`config.mk`:
```
export PLATFORM = sky130hd
export DESIGN_NAME = softermax_recip_unit
export DESIGN_NICKNAME = d
export VERILOG_FILES = /design/src/rtl/softermax_pkg.sv /design/src/rtl/softermax_lod.sv /design/src/rtl/softermax_recip_unit.sv
export SDC_FILE = /design/constraint.sdc
export NUM_CORES = 1
export LEC_CHECK = 0
export CAP_MARGIN = 0
export CORE_UTILIZATION = 55
export DETAILED_ROUTE_END_ITERATION = 12
export GPL_TIMING_DRIVEN = 0
export PLACE_DENSITY = 0.85
export SLEW_MARGIN = 0
export SYNTH_ARGS = -nofsm -noshare
export SYNTH_HDL_FRONTEND = slang
export SYNTH_SLANG_ARGS = --single-unit
```
`constraint.sdc`:
```
create_clock -name clk -period 6.6 [get_ports clk]
set_input_delay 1.32 -clock clk [delete_from_list [all_inputs] [get_ports clk]]
set_output_delay 1.32 -clock clk [all_outputs]
set_load 0.02 [all_outputs]
```
`src/rtl/softermax_pkg.sv`:
```
// Shared types, widths and reciprocal LUT contents for the Softermax reciprocal stage.
// LUT scale: for mantissa x in [1,2) the intercept is 2^18/x at each 1/8 segment start,
// and the slope is the intercept difference across one segment.
package softermax_pkg;

  localparam int unsigned SEL_W  = 4;
  localparam int unsigned M_W    = 16;
  localparam int unsigned C_W    = 32;
  localparam int unsigned EXP_W  = 6;
  localparam int unsigned FRAC_W = 12;
  localparam int unsigned PROD_W = M_W + FRAC_W + 1;

  typedef logic [SEL_W-1:0] recip_sel_t;

  typedef struct packed {
    logic signed [PROD_W-1:0] prod;
    logic signed [C_W-1:0]    c;
    logic signed [EXP_W-1:0]  exp;
    logic                     dz;
  } recip_s2_t;

  // Slope per segment: C[s+1] - C[s].
  function automatic logic signed [M_W-1:0] recip_slope(input recip_sel_t sel);
    case (sel)
      4'd0:    return -16'sd29128;
      4'd1:    return -16'sd23301;
      4'd2:    return -16'sd19065;
      4'd3:    return -16'sd15888;
      4'd4:    return -16'sd13443;
      4'd5:    return -16'sd11523;
      4'd6:    return -16'sd9986;
      4'd7:    return -16'sd8738;
      default: return '0;
    endcase
  endfunction

  // Intercept per segment: floor(2^21 / (8 + s)).
  function automatic logic signed [C_W-1:0] recip_intercept(input recip_sel_t sel);
    case (sel)
      4'd0:    return 32'sd262144;
      4'd1:    return 32'sd233016;
      4'd2:    return 32'sd209715;
      4'd3:    return 32'sd190650;
      4'd4:    return 32'sd174762;
      4'd5:    return 32'sd161319;
      4'd6:    return 32'sd149796;
      4'd7:    return 32'sd139810;
      default: return '0;
    endcase
  endfunction

endpackage

```
`src/rtl/softermax_lod.sv`:
```
// Combinational leading-one detector: index of the most significant set bit.
module softermax_lod #(
  parameter int unsigned Width = 16,
  localparam int unsigned IdxW = $clog2(Width)
) (
  input  logic [Width-1:0] den_i,
  output logic [IdxW-1:0]  p_o,
  output logic             found_o
);

  // Scan upward so the highest set bit is the last one written.
  always_comb begin
    p_o     = '0;
    found_o = 1'b0;
    for (int i = 0; i < Width; i++) begin
      if (den_i[i]) begin
        p_o     = IdxW'(i);
        found_o = 1'b1;
      end
    end
  end

endmodule

```
`src/rtl/softermax_recip_unit.sv`:
```
// Softermax reciprocal stage: normalize -> LUT lookup/multiply -> add/slice, 3-stage pipeline
// with valid/ready backpressure. Define SOFTERMAX_RECIP_ROUND_EN for round-half-up in the
// final slice instead of truncation.
module softermax_recip_unit
  import softermax_pkg::*;
#(
  parameter int unsigned DEN_W      = 16,
  parameter int unsigned DEN_FRAC   = 8,
  parameter int unsigned RECIP_W    = 16,
  parameter int unsigned PROD_SHIFT = 12,
  parameter int unsigned RES_LSB    = 6
) (
  input  logic               clk,
  input  logic               rst_n,
  input  logic               in_valid,
  output logic               in_ready,
  input  logic [DEN_W-1:0]   in_den,
  output logic               out_valid,
  input  logic               out_ready,
  output logic [RECIP_W-1:0] out_recip,
  output logic [EXP_W-1:0]   out_exp,
  output logic               out_dz
);

  localparam int unsigned LodW    = $clog2(DEN_W);
  // The leading one is implicit after normalization, so only the bits below it are kept.
  localparam int unsigned MantW   = DEN_W - 1;
  localparam int unsigned SliceHi = RES_LSB + RECIP_W;
`ifdef SOFTERMAX_RECIP_ROUND_EN
  localparam logic [C_W-1:0] RoundAdd = C_W'(1) << (RES_LSB - 1);
`else
  localparam logic [C_W-1:0] RoundAdd = '0;
`endif

  logic [LodW-1:0] lod_p;
  logic            lod_found;

  logic                    s1_valid_q, s1_valid_d;
  logic [MantW-1:0]        s1_mant_q, s1_mant_d;
  logic signed [EXP_W-1:0] s1_exp_q, s1_exp_d;
  logic                    s1_dz_q, s1_dz_d;

  logic      s2_valid_q, s2_valid_d;
  recip_s2_t s2_q, s2_d;

  logic               out_valid_q, out_valid_d;
  logic [RECIP_W-1:0] out_recip_q, out_recip_d;
  logic [EXP_W-1:0]   out_exp_q, out_exp_d;
  logic               out_dz_q, out_dz_d;

  logic s1_adv, s2_adv, s3_adv;

  recip_sel_t              s2_sel;
  logic [FRAC_W-1:0]       s2_frac;
  logic signed [M_W-1:0]   s2_slope;
  logic signed [PROD_W-1:0] s3_prod_sh;
  logic [C_W-1:0]          s3_sum;
  logic [RECIP_W-1:0]      s3_recip;

  softermax_lod #(
    .Width(DEN_W)
  ) u_lod (
    .den_i  (in_den),
    .p_o    (lod_p),
    .found_o(lod_found)
  );

  // A stage moves when it is empty or the stage after it moves.
  assign s3_adv   = out_ready | ~out_valid_q;
  assign s2_adv   = ~s2_valid_q | s3_adv;
  assign s1_adv   = ~s1_valid_q | s2_adv;
  assign in_ready = s1_adv;

  // S1: capture and normalize so the leading one sits at the top.
  always_comb begin
    s1_valid_d = s1_valid_q;
    s1_mant_d  = s1_mant_q;
    s1_exp_d   = s1_exp_q;
    s1_dz_d    = s1_dz_q;
    if (s1_adv) begin
      s1_valid_d = in_valid;
      if (in_valid) begin
        s1_mant_d = MantW'(in_den << (LodW'(DEN_W - 1) - lod_p));
        s1_exp_d  = lod_found ? EXP_W'(lod_p) - EXP_W'(DEN_FRAC) : '0;
        s1_dz_d   = ~lod_found;
      end
    end
  end

  assign s2_sel   = s1_dz_q ? '0 : {1'b0, s1_mant_q[MantW-1 -: 3]};
  assign s2_frac  = s1_mant_q[MantW-4 -: FRAC_W];
  assign s2_slope = recip_slope(s2_sel);

  // S2: segment lookup and slope multiply.
  always_comb begin
    s2_valid_d = s2_valid_q;
    s2_d       = s2_q;
    if (s2_adv) begin
      s2_valid_d = s1_valid_q;
      if (s1_valid_q) begin
        s2_d.prod = $signed({{(PROD_W - M_W){s2_slope[M_W-1]}}, s2_slope}) *
                    $signed({{(PROD_W - FRAC_W){1'b0}}, s2_frac});
        s2_d.c    = recip_intercept(s2_sel);
        s2_d.exp  = s1_exp_q;
        s2_d.dz   = s1_dz_q;
      end
    end
  end

  assign s3_prod_sh = s2_q.prod >>> PROD_SHIFT;
  assign s3_sum     = s2_q.c + {{(C_W - PROD_W){s3_prod_sh[PROD_W-1]}}, s3_prod_sh} + RoundAdd;

  // S3: clamp negative to zero, saturate overflow, else take the mantissa window.
  always_comb begin
    if (s2_q.dz) begin
      s3_recip = '1;
    end else if (s3_sum[C_W-1]) begin
      s3_recip = '0;
    end else if ((s3_sum >> SliceHi) != '0) begin
      s3_recip = '1;
    end else begin
      s3_recip = s3_sum[SliceHi-1:RES_LSB];
    end
  end

  // Output register: load on advance, hold while stalled.
  always_comb begin
    out_valid_d = out_valid_q;
    out_recip_d = out_recip_q;
    out_exp_d   = out_exp_q;
    out_dz_d    = out_dz_q;
    if (s3_adv) begin
      out_valid_d = s2_valid_q;
      if (s2_valid_q) begin
        out_recip_d = s3_recip;
        out_exp_d   = s2_q.exp;
        out_dz_d    = s2_q.dz;
      end
    end
  end

  // Pipeline state with synchronous active-low reset.
  always_ff @(posedge clk) begin
    if (!rst_n) begin
      s1_valid_q  <= 1'b0;
      s1_mant_q   <= '0;
      s1_exp_q    <= '0;
      s1_dz_q     <= 1'b0;
      s2_valid_q  <= 1'b0;
      s2_q        <= '0;
      out_valid_q <= 1'b0;
      out_recip_q <= '0;
      out_exp_q   <= '0;
      out_dz_q    <= 1'b0;
    end else begin
      s1_valid_q  <= s1_valid_d;
      s1_mant_q   <= s1_mant_d;
      s1_exp_q    <= s1_exp_d;
      s1_dz_q     <= s1_dz_d;
      s2_valid_q  <= s2_valid_d;
      s2_q        <= s2_d;
      out_valid_q <= out_valid_d;
      out_recip_q <= out_recip_d;
      out_exp_q   <= out_exp_d;
      out_dz_q    <= out_dz_d;
    end
  end

  assign out_valid = out_valid_q;
  assign out_recip = out_recip_q;
  assign out_exp   = out_exp_q;
  assign out_dz    = out_dz_q;

endmodule

```
==> results_slide.txt <==
Physical Implementation Snapshot

Die
  • Die Y: about 150 um
  • FP Rows: roughly 52
  • Pre-Place Util: 0.563
  • Die W: 146 um

Layout
  • Non-clock inverters: about 240
  • Share of layout cells above drive strength 1: 0.0661
  • Buffers outside the clock class: roughly 100
  • NonClk Buf Share: 0.0578
  • MI comb area: just under 0.009 mm^2
  • Final nets: roughly 1700
  • Clock Network Area Fraction: 0.0255
  • Logic Gate Count: between 1000 and 1500
  • Fill count: approximately 1700

GRT
  • Grt ovf: 0
  • Antenna violations before repair: 1
  • Global Route Usage Sum: 0.299
  • GRT met1 Usage: 0.376
  • M3 GR Usage: 0.0519
  • Largest net degree at the start of global routing: 16
  • Grt met2 use: 0.508
  • Vias in the first global route: approximately 10000
  • First-pass GRT wire length: about 51000 um

Setup path
  • Critical Path Stages: 24
  • Reg-to-Reg End: s2_q[63]
  • Worst setup path end: s2_q[63]
  • Crit-path cells: nand2b_4 -> clkinvlp_4 -> ha_1 -> and2_1 -> a21oi_4 -> buf_6 -> nand2_1 -> fa_1 -> fa_1 -> inv_1 -> fa_1 -> fa_1 -> inv_1 -> fa_1 -> inv_1 -> ha_1 -> nand4_1 -> o22ai_1 -> a32oi_2 -> o21ai_4 -> o211ai_1 -> nor2_1 -> o311ai_2 -> a21oi_1
  • Buffers plus inverters on the worst setup path: 5
  • Setup crit end kind: flip-flop
  • CP max-delay cell: fa_1
  • Crit-path most repeated cell: fa_1
  • Cell family with most CP delay: adder cells
  • Critical path class: flip-flop to flip-flop
  • CP required: 6800 ps
  • Worst R2R Start: s1_dz_q
  • Worst Reg-to-Reg Cells: 24
  • Startpoint Class: flip-flop
  • CP peak stage delay: approximately 550 ps

Power and ir drop
  • P_comb: roughly 2.7 mW
  • Main power group: combinational cells
  • Switching Power: roughly 1.9 mW
  • Maximum vdd drop: around 0.21 mV
  • Lkg Pwr: around 6 nW
  • Sw frac: 0.486
  • Reg power frac: 0.157

Timing
  • Count of final max-slew check failures: 0
  • Final WS setup: 248 ps
  • Setup TNS Final: 0 ps
  • Tcrit/Tclk final: 0.962
  • Hold Fails Final Rpt: 0
  • Max Fclk: ~160 MHz
  • Period minus WS final: about 6400 ps

Clock network
  • CTS Root Buffer Type: clkbuf_16
  • CTS H-tree depth: 3
  • CTS max path bufs: 2
  • Clk pin slew, worst setup/hold paths: about 70 ps
  • Setup Buffers After CTS: 0

Drt
  • WL/cell: between 15 and 20 um
  • Avg Vias per Cell: approximately 6
  • Post-route DRC: 0
  • Final wirelength: 31000 um
  • Routed met3 length: 2760 um
  • WL met2: between 15000 and 20000 um
  • Highest routed metal layer: met4
  • Vias: between 10000 and 15000
  • Drt initial violations: 841
  • Remaining antenna violation count after routing: 0

Logic synthesis
  • Yosys aoi share: 0.137
  • YS chip area: between 0.01 and 0.015 mm^2
  • Synth Instances: 1376
  • Cell Area, Synth: 0.0114 mm^2
  • Post-synthesis sequential area ratio: 0.140
  • Distinct lib cells: 74
  • Cell type with the largest total area: fa_1
  • Ys Warns: 0
  • Avg Synthesized Cell Area: 8.30 um^2
  • Mux frac, synth: 0.0191
  • Ys flops: ~80
  • Cell with the most instances after synthesis: inv_1
  • Count of library flops with an enable pin: 0

Flow run
  • Max cap viols: 0
  • OpenROAD warnings: 35

Hold path
  • Hold path startpoint: s2_q[3]
  • WHS Path Cells: 2
  • Worst Hold Class: flip-flop to flip-flop

Placement
  • PortBufs: about 43
  • Post-DP Area: 0.0122 mm^2
  • Post-DP HPWL: 24800 um

Status
  • Status: finished clean
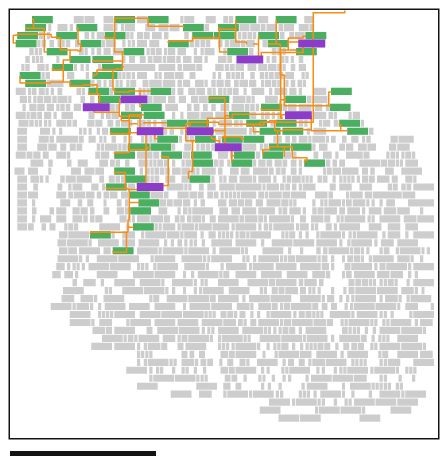
*Clock wires, drivers and flops*
The bar under the picture is 50 um long.
clock drivers -> purple  # count 9
flip-flops -> green  # count 80
clock wires -> orange  # length 980 um
routed clock nets = 10
Setup Skew: 8.03 ps
Clock Power: 0.548 mW
clk ins delay skew pair: 340 ps

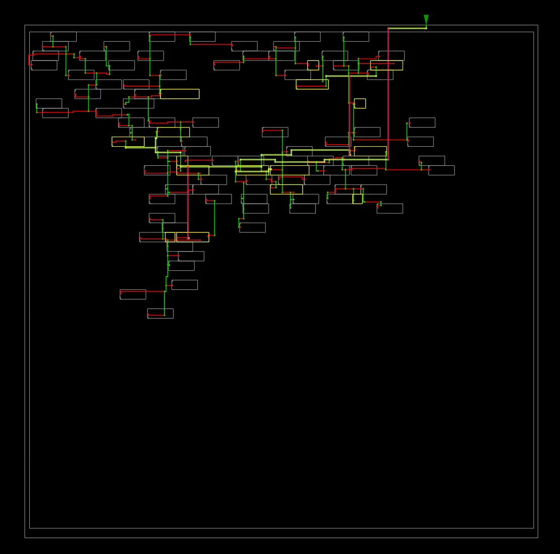
*Clock nets*
CTS Buf Count: 9
# clk buffers: 9
flop count: 80

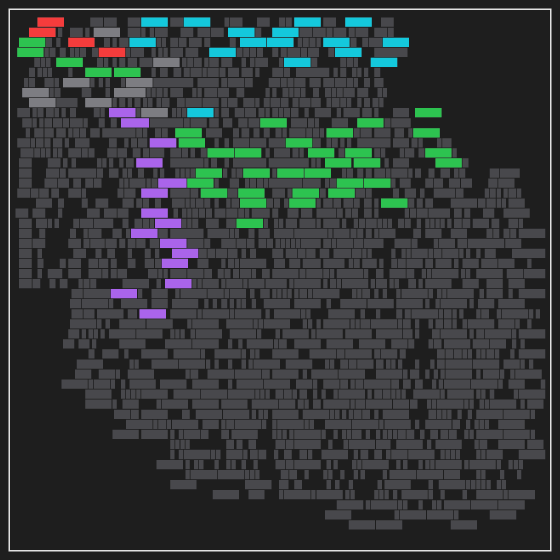
*Register map, names as in the netlist*
s2_q -> green  # sequential cells 36
s1_mant_q -> purple  # sequential cells 15
out_exp -> red  # sequential cells 4, where top left
out_recip -> cyan  # sequential cells 16, where top middle
flop share of the area: 0.126
Seq. pwr: 0.614 mW
area occupied by registers: 0.00161 mm^2

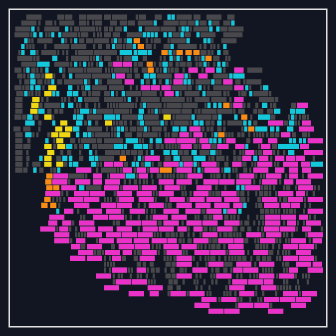
*Gate-type map*
adder and majority cells -> magenta  # cells 265, most used fa_1
multiplexers -> yellow  # cells 21, most used mux2i_1
inverting AOI/OAI gates -> cyan  # cells 215, most used a21oi_1
XOR/XNOR gates -> orange  # cells 22, most used xnor2_1
most used logic cell in the final layout: inv_1
combinational share of cell area: 0.695
Post-Layout Cell Count: 1709

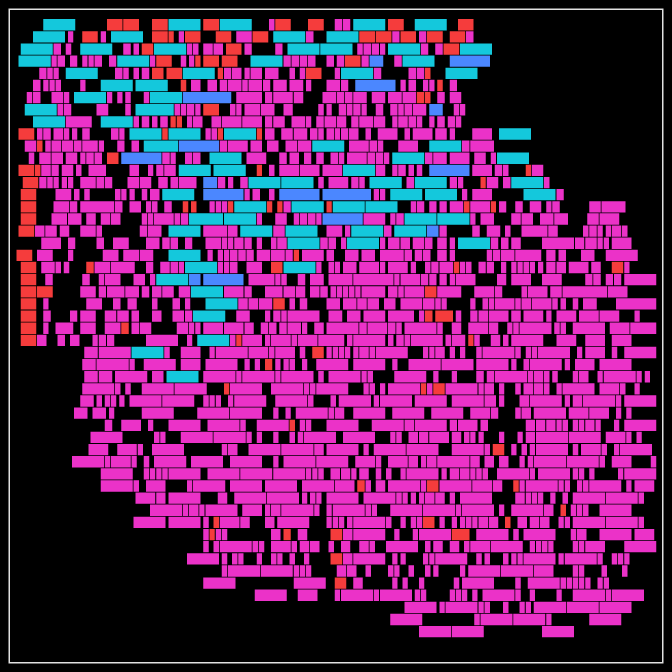
*Placement by cell class*
other buffers and delay cells -> red  # cells 104, share of their area 5.9%
combinational and other logic -> magenta  # cells 1238, share of their area 79%
flops -> cyan  # cells 80, share of their area 13%
clock drivers and dummy loads -> blue  # cells 16, share of their area 2.6%
Core Util, Final: 0.630
post-route cell area: 0.0128 mm^2

Power is estimated from default activity; no workload was simulated.
